<file path="src/rtl/axi_pr_drain_pkg.sv">
`default_nettype none
// ============================================================================
// Module      : axi_pr_drain_pkg
// Description : Shared types and default constants for the partial-
//               reconfiguration AXI drain controller.
// Revision    : 1.0 - initial release
// ============================================================================
package axi_pr_drain_pkg;

   // Controller states: pass-through, quiescing, and safe-to-freeze.
   typedef enum logic [1:0] {
      RUN    = 2'd0,
      DRAIN  = 2'd1,
      FROZEN = 2'd2
   } drain_state_e;

   // Default parameter values shared by the top and its counters.
   localparam int C_CNT_WIDTH      = 8;
   localparam int C_TIMEOUT_CYCLES = 4096;
   localparam int C_TIMEOUT_WIDTH  = 16;

endpackage : axi_pr_drain_pkg
`default_nettype wire

</file>
<file path="src/rtl/axi_outstanding_cnt.sv">
`default_nettype none
// ============================================================================
// Module      : axi_outstanding_cnt
// Description : Unsigned saturating up/down counter of outstanding
//               transactions with a sticky overflow flag. Increment at the
//               maximum holds the value and raises the flag; decrement at
//               zero holds zero; simultaneous inc and dec cancel out.
// Revision    : 1.0 - initial release
// ============================================================================
module axi_outstanding_cnt
   import axi_pr_drain_pkg::*;
#(
   parameter int WIDTH = C_CNT_WIDTH
)(
   input  logic             clk,
   input  logic             rst,
   input  logic             i_inc,
   input  logic             i_dec,
   output logic [WIDTH-1:0] o_cnt,
   output logic             o_overflow
);

   localparam logic [WIDTH-1:0] c_max  = {WIDTH{1'b1}};
   localparam logic [WIDTH-1:0] c_zero = {WIDTH{1'b0}};
   localparam logic [WIDTH-1:0] c_one  = {{(WIDTH-1){1'b0}}, 1'b1};

   logic [WIDTH-1:0] r_cnt;
   logic             r_overflow;

   // Saturating count update; overflow is sticky until reset.
   always_ff @(posedge clk or posedge rst) begin
      if (rst) begin
         r_cnt      <= c_zero;
         r_overflow <= 1'b0;
      end else if (i_inc && !i_dec) begin
         if (r_cnt == c_max) begin
            r_overflow <= 1'b1;
         end else begin
            r_cnt <= r_cnt + c_one;
         end
      end else if (i_dec && !i_inc && (r_cnt != c_zero)) begin
         r_cnt <= r_cnt - c_one;
      end
   end

   assign o_cnt      = r_cnt;
   assign o_overflow = r_overflow;

endmodule : axi_outstanding_cnt
`default_nettype wire

</file>
<file path="src/rtl/axi_pr_drain_ctrl.sv">
`default_nettype none
// ============================================================================
// Module      : axi_pr_drain_ctrl
// Description : Quiesces an AXI path ahead of partial reconfiguration.
//               Passes AW/AR through in RUN, blocks new addresses in DRAIN
//               while outstanding writes/reads/W bursts retire, then
//               acknowledges the freeze (or gives up after a timeout).
// Revision    : 1.0 - initial release
// ============================================================================
module axi_pr_drain_ctrl
   import axi_pr_drain_pkg::*;
#(
   parameter int CNT_WIDTH      = C_CNT_WIDTH,
   parameter int TIMEOUT_CYCLES = C_TIMEOUT_CYCLES,
   parameter int TIMEOUT_WIDTH  = C_TIMEOUT_WIDTH
)(
   input  logic clk,
   input  logic rst,
   input  logic pr_freeze_req,
   output logic pr_freeze_ack,
   output logic drain_timeout,
   output logic cnt_overflow,
   input  logic s_awvalid,
   output logic s_awready,
   output logic m_awvalid,
   input  logic m_awready,
   input  logic s_arvalid,
   output logic s_arready,
   output logic m_arvalid,
   input  logic m_arready,
   input  logic wvalid,
   input  logic wready,
   input  logic wlast,
   input  logic bvalid,
   input  logic bready,
   input  logic rvalid,
   input  logic rready,
   input  logic rlast
);

   localparam logic signed [CNT_WIDTH:0] c_w_max  = {1'b0, {CNT_WIDTH{1'b1}}};
   localparam logic signed [CNT_WIDTH:0] c_w_min  = {1'b1, {CNT_WIDTH{1'b0}}};
   localparam logic signed [CNT_WIDTH:0] c_w_one  = {{CNT_WIDTH{1'b0}}, 1'b1};
   localparam logic signed [CNT_WIDTH:0] c_w_zero = {(CNT_WIDTH+1){1'b0}};
   localparam logic [TIMEOUT_WIDTH-1:0]  c_tmo_last =
      TIMEOUT_WIDTH'((TIMEOUT_CYCLES > 0) ? (TIMEOUT_CYCLES - 1) : 0);
   localparam logic [TIMEOUT_WIDTH-1:0]  c_tmo_one  = {{(TIMEOUT_WIDTH-1){1'b0}}, 1'b1};
   localparam logic [TIMEOUT_WIDTH-1:0]  c_tmo_max  = {TIMEOUT_WIDTH{1'b1}};
   localparam bit                        c_tmo_en   = (TIMEOUT_CYCLES > 0);

   drain_state_e               r_state;
   drain_state_e               w_state_nxt;
   logic                       r_aw_hold;
   logic                       r_ar_hold;
   logic                       r_ack;
   logic                       r_timeout;
   logic                       r_w_ovf;
   logic signed [CNT_WIDTH:0]  r_w_cnt;
   logic [TIMEOUT_WIDTH-1:0]   r_tmo_cnt;
   logic [CNT_WIDTH-1:0]       w_aw_cnt;
   logic [CNT_WIDTH-1:0]       w_ar_cnt;
   logic                       w_aw_ovf;
   logic                       w_ar_ovf;
   logic                       w_aw_pass;
   logic                       w_ar_pass;
   logic                       w_aw_hs;
   logic                       w_ar_hs;
   logic                       w_b_done;
   logic                       w_r_done;
   logic                       w_w_done;
   logic                       w_drained;
   logic                       w_tmo_hit;
   logic                       w_tmo_fire;
   logic                       w_drain_entry;

   // A channel stays transparent in RUN, and in any state while it owes a
   // stalled valid to the downstream side, so a presented valid is never
   // withdrawn.
   assign w_aw_pass = (r_state == RUN) || r_aw_hold;
   assign w_ar_pass = (r_state == RUN) || r_ar_hold;

   assign m_awvalid = w_aw_pass & s_awvalid;
   assign s_awready = w_aw_pass & m_awready;
   assign m_arvalid = w_ar_pass & s_arvalid;
   assign s_arready = w_ar_pass & m_arready;

   assign w_aw_hs  = m_awvalid & m_awready;
   assign w_ar_hs  = m_arvalid & m_arready;
   assign w_b_done = bvalid & bready;
   assign w_r_done = rvalid & rready & rlast;
   assign w_w_done = wvalid & wready & wlast;

   // Hold flags mark a downstream valid that has been presented but not
   // yet accepted.
   always_ff @(posedge clk or posedge rst) begin
      if (rst) begin
         r_aw_hold <= 1'b0;
         r_ar_hold <= 1'b0;
      end else begin
         r_aw_hold <= m_awvalid & ~m_awready;
         r_ar_hold <= m_arvalid & ~m_arready;
      end
   end

   axi_outstanding_cnt #(
      .WIDTH      (CNT_WIDTH)
   ) u_aw_cnt (
      .clk        (clk),
      .rst        (rst),
      .i_inc      (w_aw_hs),
      .i_dec      (w_b_done),
      .o_cnt      (w_aw_cnt),
      .o_overflow (w_aw_ovf)
   );

   axi_outstanding_cnt #(
      .WIDTH      (CNT_WIDTH)
   ) u_ar_cnt (
      .clk        (clk),
      .rst        (rst),
      .i_inc      (w_ar_hs),
      .i_dec      (w_r_done),
      .o_cnt      (w_ar_cnt),
      .o_overflow (w_ar_ovf)
   );

   // Signed W-burst balance: W data may run ahead of its AW, going negative.
   always_ff @(posedge clk or posedge rst) begin
      if (rst) begin
         r_w_cnt <= c_w_zero;
         r_w_ovf <= 1'b0;
      end else if (w_aw_hs && !w_w_done) begin
         if (r_w_cnt == c_w_max) begin
            r_w_ovf <= 1'b1;
         end else begin
            r_w_cnt <= r_w_cnt + c_w_one;
         end
      end else if (w_w_done && !w_aw_hs && (r_w_cnt != c_w_min)) begin
         r_w_cnt <= r_w_cnt - c_w_one;
      end
   end

   assign w_drained = (w_aw_cnt == '0) && (w_ar_cnt == '0) && (r_w_cnt == c_w_zero)
                      && !r_aw_hold && !r_ar_hold;

   assign w_tmo_hit = c_tmo_en && (r_tmo_cnt == c_tmo_last);

   // Cycles spent in DRAIN; restarts from zero whenever DRAIN is left.
   always_ff @(posedge clk or posedge rst) begin
      if (rst) begin
         r_tmo_cnt <= '0;
      end else if (r_state != DRAIN) begin
         r_tmo_cnt <= '0;
      end else if (r_tmo_cnt != c_tmo_max) begin
         r_tmo_cnt <= r_tmo_cnt + c_tmo_one;
      end
   end

   // State register.
   always_ff @(posedge clk or posedge rst) begin
      if (rst) begin
         r_state <= RUN;
      end else begin
         r_state <= w_state_nxt;
      end
   end

   // Next-state logic; an abort (request dropped) beats both exits to FROZEN.
   always_comb begin
      w_state_nxt   = r_state;
      w_tmo_fire    = 1'b0;
      w_drain_entry = 1'b0;
      case (r_state)
         RUN: begin
            if (pr_freeze_req) begin
               w_state_nxt   = DRAIN;
               w_drain_entry = 1'b1;
            end
         end
         DRAIN: begin
            if (!pr_freeze_req) begin
               w_state_nxt = RUN;
            end else if (w_drained) begin
               w_state_nxt = FROZEN;
            end else if (w_tmo_hit) begin
               w_state_nxt = FROZEN;
               w_tmo_fire  = 1'b1;
            end
         end
         FROZEN: begin
            if (!pr_freeze_req) begin
               w_state_nxt = RUN;
            end
         end
         default: begin
            w_state_nxt = RUN;
         end
      endcase
   end

   // Registered ack tracks FROZEN; the timeout flag lives until the next drain.
   always_ff @(posedge clk or posedge rst) begin
      if (rst) begin
         r_ack     <= 1'b0;
         r_timeout <= 1'b0;
      end else begin
         r_ack <= (w_state_nxt == FROZEN);
         if (w_drain_entry) begin
            r_timeout <= 1'b0;
         end else if (w_tmo_fire) begin
            r_timeout <= 1'b1;
         end
      end
   end

   assign pr_freeze_ack = r_ack;
   assign drain_timeout = r_timeout;
   assign cnt_overflow  = w_aw_ovf | w_ar_ovf | r_w_ovf;

endmodule : axi_pr_drain_ctrl
`default_nettype wire

</file>
<file path="config.mk">
export PLATFORM = sky130hd
export DESIGN_NAME = axi_pr_drain_ctrl
export DESIGN_NICKNAME = d
export VERILOG_FILES = /design/src/rtl/axi_pr_drain_pkg.sv /design/src/rtl/axi_outstanding_cnt.sv /design/src/rtl/axi_pr_drain_ctrl.sv
export SDC_FILE = /design/constraint.sdc
export NUM_CORES = 1
export LEC_CHECK = 0
export CAP_MARGIN = 15
export CORE_ASPECT_RATIO = 2
export CORE_MARGIN = 2
export CORE_UTILIZATION = 33
export DETAILED_ROUTE_END_ITERATION = 10
export GPL_TIMING_DRIVEN = 0
export PLACE_DENSITY = 0.55
export SLEW_MARGIN = 40
export SYNTH_ARGS = -nofsm -noshare
export SYNTH_HDL_FRONTEND = slang
export SYNTH_SLANG_ARGS = --single-unit
export TNS_END_PERCENT = 1
</file>
<file path="constraint.sdc">
create_clock -name clk -period 3.7 [get_ports clk]
set_input_delay 0.74 -clock clk [delete_from_list [all_inputs] [get_ports clk]]
set_output_delay 0.74 -clock clk [all_outputs]
set_load 0.02 [all_outputs]
</file>
**Run 1: clock routing**

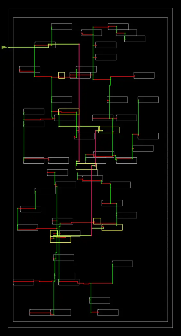
sink count of the clock tree: 50
Layout clock buffers: 5

**Run 1: gate families picked out**

Scale: 3 px per um.
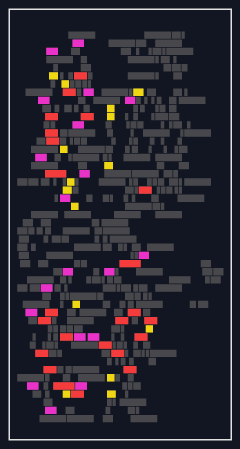
- yellow: non-inverting ao/oa cells (cells 15; most used a21o_1)
- magenta: mux cells (cells 19; most used mux2_2)
- red: fa/ha/maj cells (cells 23; most used ha_1)
most used logic cell in the final layout: dfrtp_1
fraction of standard cell area in multi-input logic: 50.7%
number of cells in the finished layout apart from fillers: 467

**Run 1: register map, names as in the netlist**

Scale: 2 px per um. Other sequential cells in the stronger grey, the rest of the logic in the fainter grey.
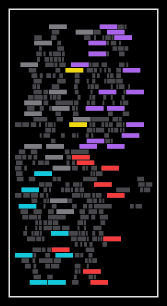
- red: r_w_cnt (flops 9)
- yellow: r_state (flops 2)
- cyan: u_ar_cnt.o_cnt (flops 8; where south-west)
- purple: r_tmo_cnt (flops 16)
- not coloured: 15
sequential cell power: 878 uW
Sequential cell area: 0.00125 sq mm

==> run 1: worst max path at each step <==
stage | end | slack [ns] | cells past startpoint
final | u_aw_cnt.o_cnt[6]$_DFFE_PP0P_ | 0.46 | 9
after global routing | u_aw_cnt.o_cnt[6]$_DFFE_PP0P_ | 0.34 | 9
after floorplan | u_aw_cnt.o_cnt[6]$_DFFE_PP0P_ | 0.97 | 8
after global placement | u_aw_cnt.o_cnt[6]$_DFFE_PP0P_ | 0.19 | 9
after detailed placement | u_aw_cnt.o_cnt[6]$_DFFE_PP0P_ | 0.17 | 9
after CTS | u_aw_cnt.o_cnt[6]$_DFFE_PP0P_ | 0.48 | 9
==> run 1: Yosys cell counts, types with 4 or more instances <==
master and count:
dfrtp_1 50, nor2_1 32, nand2_1 25, ha_1 20, xnor2_1 19, o21ai_0 18
a21oi_1 15, nand3_1 14, mux2_2 12, inv_1 11, nand4_1 9, nor4_1 9
a211oi_1 8, mux2i_1 7, nor3_1 7, xor2_1 7, a21o_1 6, nand2b_1 6
nor2b_1 6, o21bai_1 6, and2_1 4, o21a_1 4
==> run 1: cell usage in the layout, fill, tap and decap left out, types with 7 or more instances in the layout <==
master,count
xor2_1,7
nand4_1,9
xnor2_1,19
a211oi_1,8
o21ai_0,18
inv_1,10
nor3_1,7
ha_1,20
nand2_1,25
mux2i_1,7
dfrtp_1,50
nor2_1,32
nor4_1,9
a21oi_1,15
clkdlybuf4s50_1,21
mux2_2,12
nand3_1,14
==> run 1: per-layer routing <==
metal  wire length, um  vias up  share of wire, %  track usage [%]
li1                  -     1276                 -                -
met5                 0        -                 0                0
met3               187       11               2.7             2.40
met4               131        0               1.9             5.65
met1              2780     1225                40             16.0
met2              3880       32                56             26.6
==> deck_impl_summary.md, run 1 <==
Synthesis and Place & Route Summary

Outcome
  – Outcome: finished clean

GRT
  – Pin count of the biggest net entering global routing: 37
  – Via count of the first global-routing pass: ~2600

Floorplan
  – Area of the die: about 0.011 sq mm
  – Core region area: about 0.0094 sq mm
  – Effective utilization at floorplan: roughly a third

Finish
  – Multi-Input Combinational: 268
  – Share of final layout cell area taken by clock buffers and inverters: approximately 4%
  – Final std cell area, no fill: about 0.0037 sq mm

Placed design
  – Pre-CTS WS: about 0.17 ns
  – Global placer's final weighted congestion: ~0.82
  – Count of placed standard cells including taps: 459

Route
  – Iteration tally of the first detailed-router pass: 4
  – Post-DRT Antenna Nets: 0

Yosys
  – Post-synth EDFFs: 0
  – Share of synthesized registers carrying an async set or reset: 100%
  – Synthesized-area fraction occupied by xor and xnor cells: between 7 and 8%
  – Average cell area after synthesis: approximately 9.6 sq um
  – Cell type with the largest total area: dfrtp_1

Final timing
  – Clock period minus worst slack: about 3.2 ns
  – Fin Clk Skew: 0.00572 ns
  – Final Max Tran Viols: 0

Power
  – Portion of total power attributed to sequential cells: 35.0%
  – Switching share of total power: 39.3%
  – Cell leakage power: 0.00152 uW
  – Peak ir drop on the vdd network: 0.434 mV

Clocking
  – CTS tree: yes
  – Total of cells resized after clock tree synthesis: 0
  – Clock network latency to the later pin of the worst-skew pair: 0.30 ns
==> run 1 -> run 2 <==
--- a/config.mk
+++ b/config.mk
@@ -10,6 +10,7 @@
 export CORE_MARGIN = 2
 export CORE_UTILIZATION = 33
 export DETAILED_ROUTE_END_ITERATION = 10
+export GPL_ROUTABILITY_DRIVEN = 0
 export GPL_TIMING_DRIVEN = 0
 export PLACE_DENSITY = 0.55
 export SLEW_MARGIN = 40
**Run 2: register map, names as in the netlist**

Scale: 2 px per um. Other sequential cells in the stronger grey, the rest of the logic in the fainter grey.
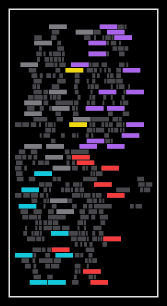
- yellow: r_state (flops 2)
- purple: r_tmo_cnt (flops 16)
- red: r_w_cnt (flops 9)
- cyan: u_ar_cnt.o_cnt (flops 8; where south-west)
- not coloured: 15
sequential share of cell area: 33.8%
utilization after layout: 39.4%

==> deck_impl_summary.md, run 2 <==
Synthesis and Place & Route Summary

Outcome
  – Outcome: finished clean

Floorplan
  – Effective utilization at floorplan: 34.0% (unchanged)
  – Area of the die: 0.0105 sq mm (unchanged)
  – Core region area: 0.00938 sq mm (unchanged)

Power
  – Peak ir drop on the vdd network: 0.434 mV (unchanged)
  – Cell leakage power: 0.00152 uW (unchanged)
  – PnR Total Power: about 2500 uW

Placed design
  – Count of placed standard cells including taps: 459 (unchanged)
  – Pre-CTS WS: 0.170 ns (unchanged)
  – Port Buffers: 21

Yosys
  – Share of synthesized registers carrying an async set or reset: 100% (unchanged)
  – Commonest cells in the synthesized netlist: 50 x dfrtp_1, 32 x nor2_1, 25 x nand2_1
  – Average cell area after synthesis: 9.57 sq um (unchanged)
  – Most repeated cell in the gate-level netlist after synthesis: dfrtp_1
  – Post-synth EDFFs: 0 (unchanged)
  – Cell type with the largest total area: dfrtp_1
  – Cell Type Count: 48
  – Sequential cell area fraction in the yosys report: 39.2%

Finish
  – Multi-Input Combinational: 268 (unchanged)
  – Layout clock buffers: 5 (unchanged)
  – Most used logic cell in the final layout: dfrtp_1
  – Fraction of standard cell area in multi-input logic: 50.7% (unchanged)
  – Number of cells in the finished layout apart from fillers: 467 (unchanged)
  – Share of final layout cell area taken by clock buffers and inverters: 4.06% (unchanged)
  – Most instantiated logic cells after routing: 50 x dfrtp_1, 32 x nor2_1, 25 x nand2_1
  – Non-clock buffer instance count of the final layout: 26
  – Sequential cell area: 0.00125 sq mm (unchanged)
  – Max reg flops: 16
  – Final std cell area, no fill: 0.00370 sq mm (unchanged)
  – Largest registers: r_tmo_cnt x16, r_w_cnt x9

Final timing
  – Final Max Tran Viols: 0 (unchanged)
  – Relative slew margins: between 50% and 60%
  – Smallest hold slack: 0.453 ns
  – Fin Clk Skew: 0.00572 ns (unchanged)
  – Clock period minus worst slack: 3.24 ns (unchanged)

Clocking
  – Clock network latency to the later pin of the worst-skew pair: 0.30 ns (about the same)
  – Sink count of the clock tree: 50 (unchanged)
  – CTS tree: yes
  – Total of cells resized after clock tree synthesis: 0 (unchanged)

GRT
  – Pin count of the biggest net entering global routing: 37 (unchanged)
  – Antenna violations before repair: 0
  – Via count of the first global-routing pass: 2594 (unchanged)

Route
  – Iteration tally of the first detailed-router pass: 4 (unchanged)
  – Post-DRT Antenna Nets: 0 (unchanged)
**Run 2: metal layers overlaid**

Scale: 3 px per um.
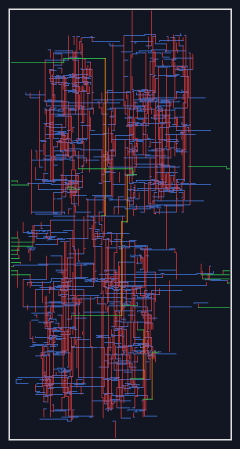
- orange: metal 4 (wire length 131 um)
- blue: metal 1 (wire length 2780 um)
- green: metal 3 (wire length 187 um)
- red: metal 2 (wire length 3880 um)
Avg WL per Cell: 14.9 um
Total Wirelength: 6980 um
aggregate global-route resource usage: 14.5%

-- run 2: cell counts in the layout (fill, tap and decap cells not counted) --
Identical to the previous run, type by type.
-- run 2: worst max-delay path, delay by kind of cell --
family	cells	cell delay (ns)
and+or+nand+nor	4	1.11
AOI/OAI and AO/OA	2	0.59
buffers and inverters	1	0.53
adders and majority gates	1	0.36
muxes	1	0.14
-- run 2: worst paths after layout --
kind | startpoint | end | slack, ns | cells past startpoint
setup / recovery | m_awready | u_aw_cnt.o_cnt[6]$_DFFE_PP0P_ | 0.46 | 9
hold / removal | u_ar_cnt.o_overflow$_DFFE_PP0P_ | u_ar_cnt.o_overflow$_DFFE_PP0P_ | 0.45 | 1
setup reg to reg | r_state[0]$_DFF_PP0_ | u_aw_cnt.o_cnt[6]$_DFFE_PP0P_ | 0.70 | 9
hold reg to reg | u_ar_cnt.o_overflow$_DFFE_PP0P_ | u_ar_cnt.o_overflow$_DFFE_PP0P_ | 0.45 | 1
max in group asynchronous | rst | r_state[0]$_DFF_PP0_ | 2.53 | 3
min in group asynchronous | rst | r_w_cnt[3]$_DFFE_PP0P_ | 0.72 | 2
-- run 2: logic make-up (layout without fill, tap and decap cells) --
kind of cell,after synthesis,in the layout,synth area share [%]
compound gates,73,73,14.9
xor+xnor,26,26,7.14
fa+ha+maj,23,23,9.73
buf+inv,15,45,1.88
flops,50,50,39.2
mux,19,19,6.44
simple gates,127,127,20.6
-- run 2: layer usage --
layer	share of wire [%]	wire, um	GRT usage, %
met1	40	2780	16.0
met5	0	0	0
met3	2.7	187	2.40
met2	56	3880	26.6
met4	1.9	131	5.65
-- run 2: where the power goes --
group,internal [uW],switching (uW),leakage [uW],total (uW)
Combinational,572,572,0.000807,1140
Sequential,696,182,0.000639,878
Clock,255,233,0.0000704,488
Power figures rest on the tool's default switching activity, not on a simulated workload.
